Design id_branch_hazard_ctrl, sky130hd; sources not shown.
Fig. 1: run 1, signal wires on met1
Drawn at 12 px/µm. Supply wires on this layer in gray.
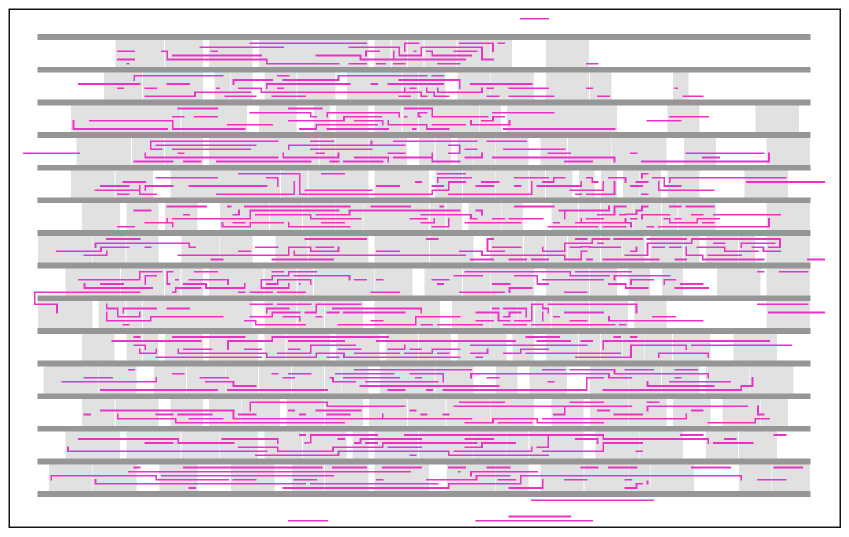
253 nets have wire on it. The layer carries 2010 µm of wire.
met1 usage: 0.380
final wirelength: 5.01 mm
via count: 1548

Fig. 2: run 1, signal wires on met3
Drawn at 8 px/µm.
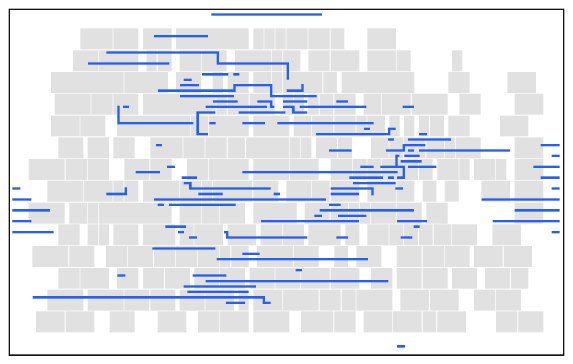
The wires run mostly horizontal. 72 nets have wire on it.
grt met3 use: 0.0784

Fig. 3: run 1, metal 4
Drawn at 10 px/µm. Supply wires on this layer in gray.
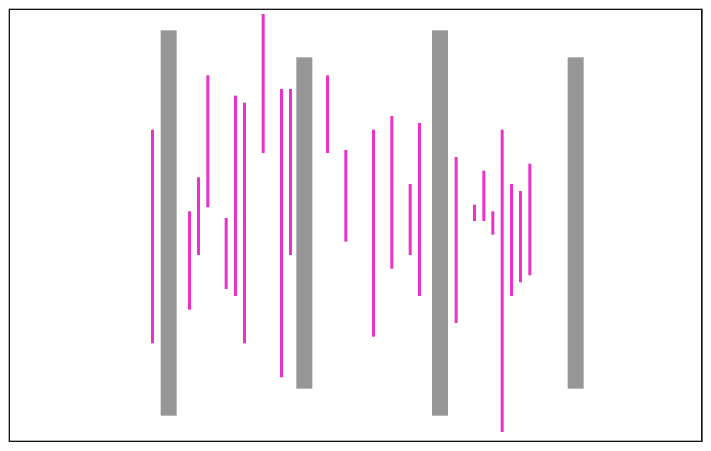
The longest straight run is 29.9 µm. 24 nets have wire on it.

==> metrics.yaml, run 1 <==
status: "finished, violations left"
violations: "setup timing"
grt_pass1_vias: 1565
maxSlewHeadroom: 0.598
tap_cells: 32
ys_sh_xor: 0.258
post-route-util: 0.802
critPathLaunchType: "input port"
ys_warn_count: 0
logic_gates: 120
grt_max_degree: 8
dr_wl_met3_um: 497
top_area_frac: 0.258
lay_top_count: "buf_4"
clk-power_w: 0.0000741
hold_violations: 0
syn-mean-instance-area_um2: 7.48
p_total_w: 0.000214
crit_required_ns: 4.21
maxPowerGroup: "combinational logic"
area_growth_syn_to_layout_pct: 93.4
setup_viol: 1
ir_drop_mv: 0.101
cts_sinks: 5
fillers: 149
ys_area_um2: 1020
synthTopCellsByCount: "xnor2_1, nor2_1, inv_1"
flop_area_um2: 125
fin_area_um2: 1970
root_buffer: "clkbuf_8"
setup_tns_ns: -0.0634
netlist_instances: 136
path_depth: 17
wl_per_cell_um: 19.2
grt_util_all_layers: 0.315
post-route-drc-count: 0
layout_setup_ws_ns: -0.0634
cts_setup_buffers: 2
fin_cells: 261
initialDrtViolationCount: 163
io_buffers: 52
drive_gt1_frac: 0.271
endpoint_kind: "primary output"
synth_area_um2: 1020
overflow: 0
largest_reg_flops: 3
crit_arrival_ns: 4.27
cts_tree: "built"
syn_nets: 188
cts.clk_slew.worst_paths_ns: 0.04
met2_usage: 0.542
route.antenna.remaining_nets: 0
reg2reg_slack_ns: 3.82
maxSlewViolCount: 0
htree_levels: 1
wl_met1_mm: 2.01
ys_sh_aoi: 0.151
die_y_um: 43.1
cp_slowest_stage_delay_ns: 0.51
async_reset_ff_frac: 1.00
synth_flops: 5
antenna_found_initial: 0
seq_share: 0.0636
core_um2: 2450
worst_path_max_delay_cell: "clkdlybuf4s50_1"
inv_count: 10
fmax_mhz: 179
switching_share: 0.321
pg_seq_w: 0.0000382
power_density_nw_per_um2: 109
==> run 1 -> run 2 <==
--- a/config.mk
+++ b/config.mk
@@ -19,3 +19,4 @@
 export SYNTH_ARGS = -nofsm -noshare
 export SYNTH_HDL_FRONTEND = slang
 export SYNTH_SLANG_ARGS = --single-unit
+export TNS_END_PERCENT = 100
Fig. 4: run 2, congestion heat map
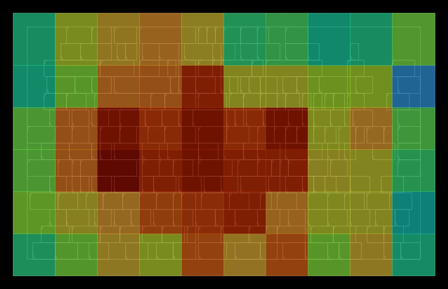
per-cell routed wire length: 19.2 µm
gr busiest metal: met2
utilization after layout: 0.802

Fig. 5: run 2, signal wires on met3
Drawn at 8 px/µm.
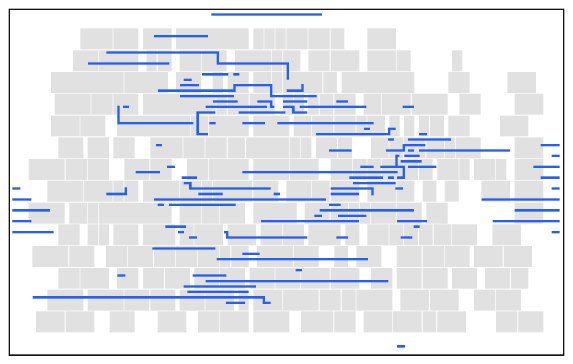
The longest straight run is 28.7 µm. The layer carries 498 µm of wire. The wires run mostly horizontal. The layer holds 9.9% of the routed length.

==> run 2 against run 1 <==
Net effect: the run still ends with setup timing left; combinational power barely moved; setup slack did not move; count of clock-buffer cells in the layout did not move; synthesized area did not move; critical path depth did not move; largest power group unchanged.
==> metrics.yaml, run 2 <==
inv_count: 10
violations: "setup timing"
fin_area_um2: 1970
syn-mean-instance-area_um2: 7.48
hold_violations: 0
seq_share: 0.0636
path_depth: 17
antenna_found_initial: 0
lay_top_count: "buf_4"
fin_cells: 261
switching_share: 0.321
layout_setup_ws_ns: -0.0634
area_growth_syn_to_layout_pct: 93.4
top_area_frac: 0.258
logic_gates: 120
ir_drop_mv: 0.101
initialDrtViolationCount: 163
overflow: 0
wl_met1_mm: 2.01
maxSlewHeadroom: 0.598
io_buffers: 52
maxPowerGroup: "combinational logic"
ys_sh_aoi: 0.151
core_um2: 2450
fmax_mhz: 179
setup_viol: 1
synth_flops: 5
met2_usage: 0.542
reg2reg_slack_ns: 3.82
netlist_instances: 136
status: "finished, violations left"
grt_pass1_vias: 1565
grt_max_degree: 8
cts_tree: "built"
synth_area_um2: 1020
route.antenna.remaining_nets: 0
crit_required_ns: 4.21
gr-usage-met3: 0.0784
largest_reg_flops: 3
maxSlewViolCount: 0
gr-usage-met1: 0.380
die_y_um: 43.1
fillers: 149
flop_area_um2: 125
cts_sinks: 5
synthTopCellsByCount: "xnor2_1, nor2_1, inv_1"
cts_setup_buffers: 2
power_density_nw_per_um2: 109
crit_arrival_ns: 4.27
ys_warn_count: 0
syn_nets: 188
clk-power_w: 0.0000741
No activity file was given, so power comes from the tool's default toggle rates.
